**Run 1: drive-strength map**

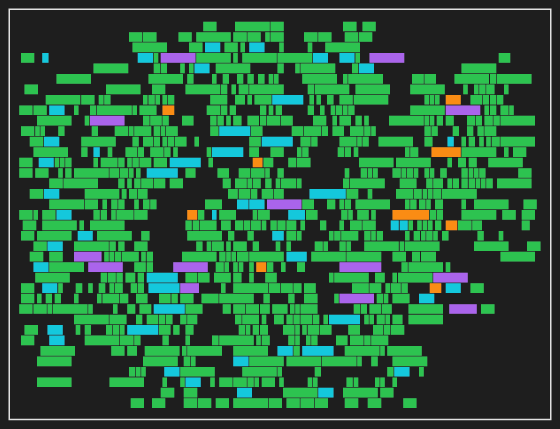
**Run 1: cell classes on the final placement**

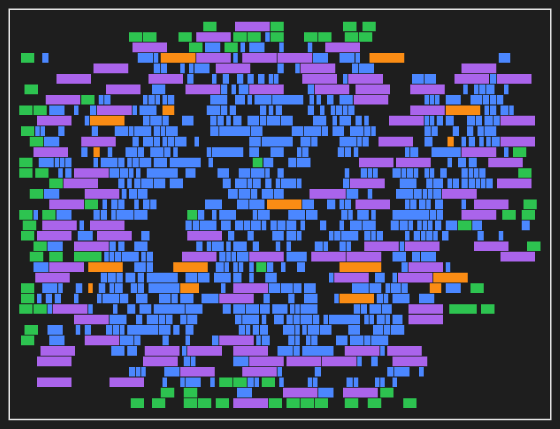
**Run 1: cell density map**

Bar = 50 um. The die is cut into 14 by 11 equal tiles; dark blue is low, red is high, 0 to 100% covered.
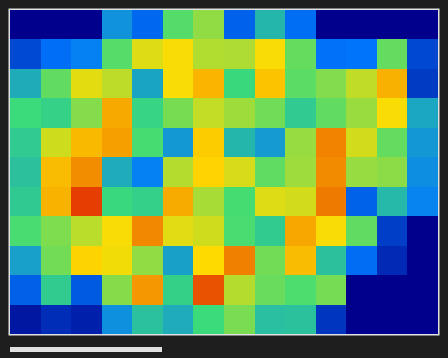
<file path="src/rtl/m_uart_report.sv">
// ---------------------------------------------------------------------------
// m_uart_report
//
// When the processor raises its halt flag, this block snapshots the result
// value and the cycle counter, then sends them over a UART TX line as the
// ASCII report "RRRRRRRR CCCCCCCC\r\n": 19 bytes, uppercase hex, MSB nibble
// first, framed 8N1 with no gap between bytes.
//
// Parameters:
//   CLKS_PER_BIT  clock cycles per UART bit (2..65535)
//
// Ports:
//   w_clk   in   system clock
//   w_rst   in   asynchronous active-high reset (aborts a frame immediately)
//   w_halt  in   processor halt flag (level); its rising edge starts a report
//   w_rout  in   [31:0] processor result value, sampled at the trigger edge
//   w_cnt   in   [31:0] cycle counter value, sampled at the trigger edge
//   r_txd   out  UART serial output, idle high, registered
//   r_busy  out  high while a report is in flight
//   r_done  out  high once a report has completed (sticky until next trigger)
// ---------------------------------------------------------------------------
module m_uart_report #(
    parameter int CLKS_PER_BIT = 434
) (
    input  logic        w_clk,
    input  logic        w_rst,
    input  logic        w_halt,
    input  logic [31:0] w_rout,
    input  logic [31:0] w_cnt,
    output logic        r_txd,
    output logic        r_busy,
    output logic        r_done
);

    localparam logic [15:0] BAUD_MAX = 16'(CLKS_PER_BIT - 1);

    typedef enum logic [2:0] {
        S_IDLE,
        S_START,
        S_DATA,
        S_STOP,
        S_DONE
    } state_t;

    state_t      state_reg,     state_next;
    logic [15:0] baud_reg,      baud_next;
    logic [2:0]  bit_cnt_reg,   bit_cnt_next;
    logic [4:0]  byte_idx_reg,  byte_idx_next;
    logic [31:0] snap_rout_reg, snap_rout_next;
    logic [31:0] snap_cnt_reg,  snap_cnt_next;
    logic        halt_d_reg;
    logic        txd_reg,       txd_next;
    logic        busy_reg,      busy_next;
    logic        done_reg,      done_next;

    logic        trigger;
    logic        bit_end;
    logic [7:0]  cur_byte;
    logic [2:0]  cnt_sel;
    logic [2:0]  bit_cnt_inc;

    // Hex characters of every snapshot nibble, index 0 = most significant.
    logic [7:0]  rout_hex [8];
    logic [7:0]  cnt_hex  [8];

    function automatic logic [7:0] hex_char(input logic [3:0] n);
        // 'A' - 10 = 0x37, so letters need no separate subtraction.
        return (n < 4'd10) ? (8'h30 + {4'h0, n}) : (8'h37 + {4'h0, n});
    endfunction

    genvar gi;
    generate
        for (gi = 0; gi < 8; gi++) begin : g_nib
            assign rout_hex[gi] = hex_char(snap_rout_reg[31 - 4*gi -: 4]);
            assign cnt_hex[gi]  = hex_char(snap_cnt_reg[31 - 4*gi -: 4]);
        end
    endgenerate

    // Byte indices 9..16 carry the counter; their low three bits minus one
    // (mod 8) give nibble 0..7 directly (9 -> 0, ..., 16 -> 7).
    assign cnt_sel = byte_idx_reg[2:0] - 3'd1;

    always_comb begin
        cur_byte = 8'h0A;
        if (byte_idx_reg < 5'd8)
            cur_byte = rout_hex[byte_idx_reg[2:0]];
        else if (byte_idx_reg == 5'd8)
            cur_byte = 8'h20;
        else if (byte_idx_reg <= 5'd16)
            cur_byte = cnt_hex[cnt_sel];
        else if (byte_idx_reg == 5'd17)
            cur_byte = 8'h0D;
    end

    assign trigger     = w_halt && !halt_d_reg &&
                         (state_reg == S_IDLE || state_reg == S_DONE);
    assign bit_end     = (baud_reg == BAUD_MAX);
    assign bit_cnt_inc = bit_cnt_reg + 3'd1;

    always_comb begin
        state_next     = state_reg;
        baud_next      = baud_reg;
        bit_cnt_next   = bit_cnt_reg;
        byte_idx_next  = byte_idx_reg;
        snap_rout_next = snap_rout_reg;
        snap_cnt_next  = snap_cnt_reg;
        txd_next       = txd_reg;
        busy_next      = busy_reg;
        done_next      = done_reg;

        case (state_reg)
            S_IDLE, S_DONE: begin
                txd_next = 1'b1;
                if (trigger) begin
                    snap_rout_next = w_rout;
                    snap_cnt_next  = w_cnt;
                    baud_next      = 16'd0;
                    bit_cnt_next   = 3'd0;
                    byte_idx_next  = 5'd0;
                    state_next     = S_START;
                    txd_next       = 1'b0;
                    busy_next      = 1'b1;
                    done_next      = 1'b0;
                end
            end
            S_START: begin
                if (bit_end) begin
                    baud_next    = 16'd0;
                    bit_cnt_next = 3'd0;
                    state_next   = S_DATA;
                    txd_next     = cur_byte[0];
                end else begin
                    baud_next = baud_reg + 16'd1;
                end
            end
            S_DATA: begin
                if (bit_end) begin
                    baud_next = 16'd0;
                    if (bit_cnt_reg == 3'd7) begin
                        state_next = S_STOP;
                        txd_next   = 1'b1;
                    end else begin
                        bit_cnt_next = bit_cnt_inc;
                        txd_next     = cur_byte[bit_cnt_inc];
                    end
                end else begin
                    baud_next = baud_reg + 16'd1;
                end
            end
            S_STOP: begin
                if (bit_end) begin
                    baud_next = 16'd0;
                    if (byte_idx_reg == 5'd18) begin
                        state_next = S_DONE;
                        txd_next   = 1'b1;
                        busy_next  = 1'b0;
                        done_next  = 1'b1;
                    end else begin
                        // Next start bit follows immediately: no idle gap.
                        byte_idx_next = byte_idx_reg + 5'd1;
                        state_next    = S_START;
                        txd_next      = 1'b0;
                    end
                end else begin
                    baud_next = baud_reg + 16'd1;
                end
            end
            default: begin
                state_next = S_IDLE;
                txd_next   = 1'b1;
                busy_next  = 1'b0;
            end
        endcase
    end

    always_ff @(posedge w_clk or posedge w_rst) begin
        if (w_rst) begin
            state_reg     <= S_IDLE;
            baud_reg      <= 16'd0;
            bit_cnt_reg   <= 3'd0;
            byte_idx_reg  <= 5'd0;
            snap_rout_reg <= 32'd0;
            snap_cnt_reg  <= 32'd0;
            halt_d_reg    <= 1'b0;
            txd_reg       <= 1'b1;
            busy_reg      <= 1'b0;
            done_reg      <= 1'b0;
        end else begin
            state_reg     <= state_next;
            baud_reg      <= baud_next;
            bit_cnt_reg   <= bit_cnt_next;
            byte_idx_reg  <= byte_idx_next;
            snap_rout_reg <= snap_rout_next;
            snap_cnt_reg  <= snap_cnt_next;
            halt_d_reg    <= w_halt;
            txd_reg       <= txd_next;
            busy_reg      <= busy_next;
            done_reg      <= done_next;
        end
    end

    assign r_txd  = txd_reg;
    assign r_busy = busy_reg;
    assign r_done = done_reg;

endmodule
</file>
<file path="config.mk">
export PLATFORM = sky130hd
export DESIGN_NAME = m_uart_report
export DESIGN_NICKNAME = d
export VERILOG_FILES = /design/src/rtl/m_uart_report.sv
export SDC_FILE = /design/constraint.sdc
export NUM_CORES = 1
export LEC_CHECK = 0
export CORE_ASPECT_RATIO = 0.75
export CORE_MARGIN = 2
export CORE_UTILIZATION = 45
export CTS_CLUSTER_DIAMETER = 200
export CTS_CLUSTER_SIZE = 16
export DETAILED_ROUTE_END_ITERATION = 7
export PLACE_DENSITY = 0.74
export SLEW_MARGIN = 10
export SYNTH_ARGS = -nofsm -noshare
export SYNTH_HDL_FRONTEND = slang
export SYNTH_SLANG_ARGS = --single-unit
</file>
<file path="constraint.sdc">
create_clock -name w_clk -period 3.45 [get_ports w_clk]
set_input_delay 0.345 -clock w_clk [delete_from_list [all_inputs] [get_ports w_clk]]
set_output_delay 0.345 -clock w_clk [all_outputs]
set_load 0.01 [all_outputs]
</file>
==> flow_metrics.env, run 1 <==
# implementation run metrics
export IMPL_outcome="finished, final reports clean"
export IMPL_crit_start="byte_idx_reg[1]"
export IMPL_layout_drive_gt1_share_pct=9.61
export IMPL_ys_seq_share_pct=37.9
export IMPL_grt_pass1_wl_mm=24.7
export IMPL_dr_total_vias=5381
export IMPL_placed_cell_area_sq_um=7110
export IMPL_max_stage_delay_ps=720
export IMPL_crit_arrival_ps=3030
export IMPL_fillers=1209
export IMPL_tool_warnings=33
export IMPL_track_usage_pct=20.4
export IMPL_synth_area_leader_cell="dfrtp_1"
export IMPL_top_cell="dfrtp_1"
export IMPL_viasPerCell=5.76
export IMPL_setup_violations=0
export IMPL_pin_count=70
export IMPL_max_vdd_ir_drop_uv=279
export IMPL_critPathSlowestCell="ha_1"
export IMPL_wl_per_cell_um=15.4
export IMPL_cts_htree_levels=3
export IMPL_slew_violations=0
export IMPL_yosysWarnings=0
export IMPL_ys_area_sq_um=6280
export IMPL_clkCellAreaFrac_pct=4.05
export IMPL_cp_top_family="AND-OR/OR-AND gates"
export IMPL_async_reset_ff_share_pct=100
export IMPL_num_clock_buffers=11
export IMPL_cts_resized=0
export IMPL_clk_pin_slew_ps=70
export IMPL_synth_adder_area_share_pct=4.98
export IMPL_power_frac_clock_pct=44.3
export IMPL_ys_sh_mux_pct=10.1
export IMPL_grt_max_degree=103
export IMPL_skew_ps=8.26
export IMPL_clkSinkCount=95
export IMPL_ant_nets=0
export IMPL_synth_main_ff_cell="dfrtp_1"
export IMPL_worst_path_buf_inv=2
export IMPL_yosysTopAreaCellShare_pct=37.5
export IMPL_flops=95
export IMPL_finalHoldWorstSlack_ps=426
export IMPL_die_y_um=106
export IMPL_p_sw_mw=0.498
export IMPL_ys_seq_elements=95
export IMPL_path_depth=9
export IMPL_maxCapViolations=0
export IMPL_worstHoldPathType="input port to asynchronous set/reset pin"
export IMPL_inverters=58
export IMPL_globalplace_congestion=0.872
export IMPL_num_tap_cells=175
export IMPL_r2r_cells=9
export IMPL_comb_area_share_pct=47.8
export IMPL_postCtsSetupBuffers=0
export IMPL_worstSetupPathType="flop to flop"
export IMPL_crit_required_ps=3730
export IMPL_syn_avg_cell_area_sq_um=8.97
export IMPL_dpl_cell_count=919
export IMPL_flop_area_sq_um=2380
export IMPL_endpoint="r_txd"
export IMPL_layout_nets=847
export IMPL_netSwitchingFraction_pct=21.8
export IMPL_endpoint_kind="flop"
export IMPL_cts_tree="yes"
export IMPL_largest_class="multi-input combinational cells"
export IMPL_r2r_start="byte_idx_reg[1]"
export IMPL_cp_start_kind="flop"
Notes on 'drive-strength map' above:
legend:
  _6 and larger:
    colour: purple
    cells: 13
    most_used: clkbuf_16
  _2 cells:
    colour: cyan
    cells: 51
    most_used: mux2_2
  _3 and _4 cells:
    colour: orange
    cells: 9
    most_used: buf_4
  _0 and _1 cells:
    colour: green
    cells: 687
    most_used: dfrtp_1
Area Overhead vs Synth: 18.0%
post-route cell area: 7410 sq um
Non-clk bufs: 74

Notes on 'cell classes on the final placement' above:
legend:
  flops:
    colour: purple
    cells: 95
    share_of_their_area: 33%
  combinational and other logic:
    colour: blue
    cells: 575
    share_of_their_area: 52%
  other buffers and delay cells:
    colour: green
    cells: 74
    share_of_their_area: 10%
  clock drivers and dummy loads:
    colour: orange
    cells: 16
    share_of_their_area: 4.2%
Site Rows: 37
Seq/total area: 32.1%

Notes on 'cell density map' above:
nearly empty tiles: 9.7%
emptiest ninth of the die: south-east
mean over tiles: 48%
fullest tile: 93%
tiles over 75% full: 16%
core area: 13700 sq um
Util after Layout: 54.3%
FP Util: 46.0%

[run 1: per-layer routing]
layer	GRT usage, %	routed length (um)
met3	5.23	846
met2	31.6	6500
met5	0	0
met1	28.1	6820
met4	6.64	227
[run 1: power groups by stage]
stage / Sequential [mW] / Combinational (mW) / Clock, mW
global placement: 1.14 / 0.156 / 0
finish: 1.12 / 0.156 / 1.01
floorplan: 1.14 / 0.0640 / 0
global route: 1.12 / 0.172 / 1.09
CTS: 1.12 / 0.159 / 1.04
detailed placement: 1.14 / 0.158 / 0
[run 1: per-stage QoR]
step	worst slack [ps]	power, mW
2_1_floorplan	630	1.20
3_3_place_gp	821	1.29
3_5_place_dp	742	1.30
4_1_cts	707	2.31
5_1_grt	419	2.37
6_report	703	2.28
==> inputs of run 2 (changes only) <==
--- a/config.mk
+++ b/config.mk
@@ -11,7 +11,7 @@
 export CTS_CLUSTER_DIAMETER = 200
 export CTS_CLUSTER_SIZE = 16
 export DETAILED_ROUTE_END_ITERATION = 7
-export PLACE_DENSITY = 0.74
+export PLACE_DENSITY = 0.77
 export SLEW_MARGIN = 10
 export SYNTH_ARGS = -nofsm -noshare
 export SYNTH_HDL_FRONTEND = slang
==> constraint.sdc (replaced) <==
create_clock -name w_clk -period 2.2 [get_ports w_clk]
set_input_delay 0.22 -clock w_clk [delete_from_list [all_inputs] [get_ports w_clk]]
set_output_delay 0.22 -clock w_clk [all_outputs]
set_load 0.01 [all_outputs]
==> run 2 against run 1 <==
Compared with the run above: the flow now finishes with violations (negative setup slack); core utilization grew 8.9 points; critical endpoint unchanged; final area grew 16%; hold slack lost 140 ps; sequential share of layout area shrank 4.5 points; non-clock buffer count grew 128; largest power group unchanged; synthesized cell count is the same; clock power grew 61%; worst setup slack lost 930 ps.
==> flow_metrics.env, run 2 <==
# implementation run metrics
export IMPL_max_vdd_ir_drop_uv=358
export IMPL_layout_nets=975
export IMPL_grt_pass1_wl_mm=27.5
export IMPL_rows=37
export IMPL_die_w_um=140
export IMPL_critPathSlowestCell="or4b_1"
export IMPL_yosysWarnings=0
export IMPL_cts_htree_levels=3
export IMPL_placed_cell_area_sq_um=8120
export IMPL_power_sequential_mw=1.75
export IMPL_dpl_cell_count=1043
export IMPL_post_route_period_util_pct=110
export IMPL_crit_required_ps=2480
export IMPL_tool_warnings=34
export IMPL_wl_met1_mm=7.75
export IMPL_power_frac_clock_pct=44.2
export IMPL_worstHoldPathType="input port to asynchronous set/reset pin"
export IMPL_clkSinkCount=95
export IMPL_ys_types=68
export IMPL_p_sw_mw=0.858
export IMPL_syn2layout_area_growth_pct=37.4
export IMPL_route_met3_wl_um=746
export IMPL_fin_total_pwr_mw=3.68
export IMPL_ys_seq_share_pct=37.9
export IMPL_cp_top_family="AND-OR/OR-AND gates"
export IMPL_clk_power_mw=1.63
export IMPL_p_leak_nw=3.81
export IMPL_drcViolationCount=0
export IMPL_maxCapViolations=0
export IMPL_r2r_slack_ps=-230
export IMPL_skew_ps=8.57
export IMPL_fillers=1080
export IMPL_violations="negative setup slack"
export IMPL_cp_start_kind="flop"
export IMPL_pin_count=70
export IMPL_setup_ws_ps=-225
export IMPL_r2r_start="byte_idx_reg[0]"
export IMPL_globalRouteMet3Util_pct=3.69
export IMPL_ys_seq_elements=95
export IMPL_endpoint="r_txd"
export IMPL_postCtsSetupBuffers=2
export IMPL_syn_avg_cell_area_sq_um=8.97
export IMPL_maxPowerGroup="registers"
export IMPL_top_cell="dfrtp_1"
export IMPL_async_reset_ff_share_pct=100
export IMPL_slew_headroom_pct=59.8
export IMPL_antenna_cells=0
export IMPL_crit_start="byte_idx_reg[0]"
export IMPL_ys_area_sq_um=6280
export IMPL_synth_main_ff_cell="dfrtp_1"
export IMPL_initCoreUtil_pct=46.0
export IMPL_worst_path_buf_inv=1
export IMPL_die_y_um=106
export IMPL_comb_power_mw=0.302
export IMPL_cts_tree="yes"
export IMPL_yosysTopAreaCellShare_pct=37.5
export IMPL_path_depth=9
export IMPL_ys_cells=700
export IMPL_dr_total_vias=5932
export IMPL_endpoint_kind="flop"
export IMPL_viasPerCell=5.58
export IMPL_layout_drive_gt1_share_pct=26.5
export IMPL_crit_arrival_ps=2710
export IMPL_ant_nets=0
export IMPL_top_layer="met4"
export IMPL_power_density_nw_per_um2=426
export IMPL_post_place_ws_ps=-261
export IMPL_cts_resized=11
export IMPL_met2_usage_pct=37.2
export IMPL_synth_area_leader_cell="dfrtp_1"
export IMPL_finalHoldWorstSlack_ps=282
export IMPL_globalplace_congestion=0.881
export IMPL_max_stage_delay_ps=530
export IMPL_outcome="complete, but fails checks"
export IMPL_netSwitchingFraction_pct=23.3
export IMPL_cts_root_buf="clkbuf_16"
export IMPL_slew_violations=0
export IMPL_track_usage_pct=22.6
export IMPL_setup_violations=1
export IMPL_wl_per_cell_um=15.5
export IMPL_worstSetupPathType="flop to flop"
export IMPL_core_area_sq_um=13700
export IMPL_grt_max_degree=78
export IMPL_io_buffers=69
export IMPL_r2r_cells=9
export IMPL_clk_pin_slew_ps=70
export IMPL_final_common_cell="buf_4"
export IMPL_wl_met2_mm=7.82
==> run 2: kinds of logic (layout without fill, tap and decap cells) <==
group / Yosys count / count (layout) / share of synthesized area (%)
multiplexers: 45 / 45 / 10.1
buffers and inverters: 88 / 276 / 5.76
AND/OR/NAND/NOR: 214 / 214 / 17.5
flip-flops: 95 / 95 / 37.9
AND-OR/OR-AND: 207 / 207 / 20.1
adder cells (fa/ha/maj): 25 / 25 / 4.98
XOR/XNOR: 26 / 26 / 3.63
==> run 2: area by class of cell <==
class	count	area, sq um	area share, %
clock buffers	9	225	2.61
inverters	58	229	2.65
well taps	175	219	2.54
multi-input cells	517	3750	43.5
clock inverters	7	81.3	0.942
repair buffers	202	1740	20.1
flip-flops and latches	95	2380	27.6
**Run 2: track usage over the die**

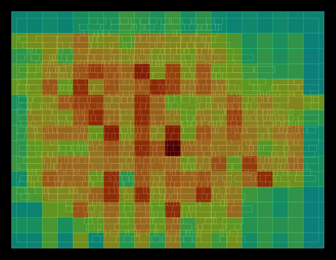
met1 Track Usage GR: 31.5%
GRT busiest layer: met2

**Run 2: cell density map**

Bar = 50 um. The die is cut into 14 by 11 equal tiles; dark blue is low, red is high, 0 to 100% covered.
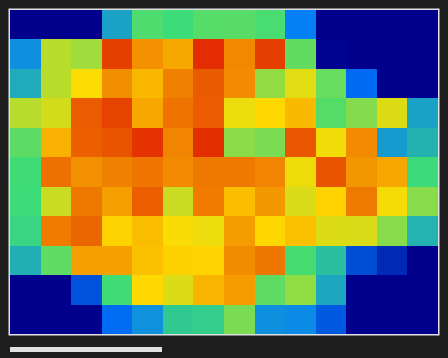
tiles over 75% full: 40%
fullest tile: 95%
mean over tiles: 56%
nearly empty tiles: 16%
Util after Layout: 63.2%

**Run 2: cell classes on the final placement**

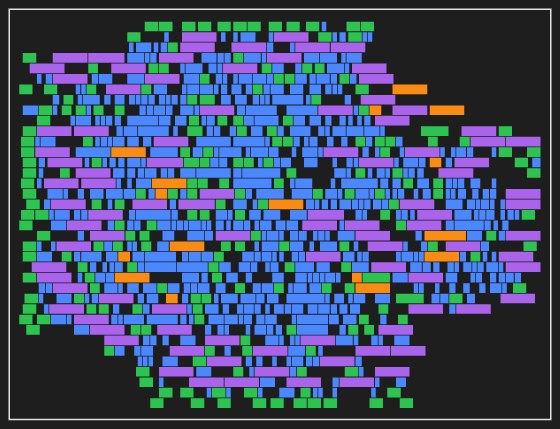
legend:
  combinational and other logic:
    colour: blue
    cells: 575
    share_of_their_area: 47%
  clock drivers and dummy loads:
    colour: orange
    cells: 16
    share_of_their_area: 3.6%
  flops:
    colour: purple
    cells: 95
    share_of_their_area: 28%
  other buffers and delay cells:
    colour: green
    cells: 202
    share_of_their_area: 21%
post-route cell area: 8630 sq um
Seq/total area: 27.6%

Power is estimated from default activity; no workload was simulated.
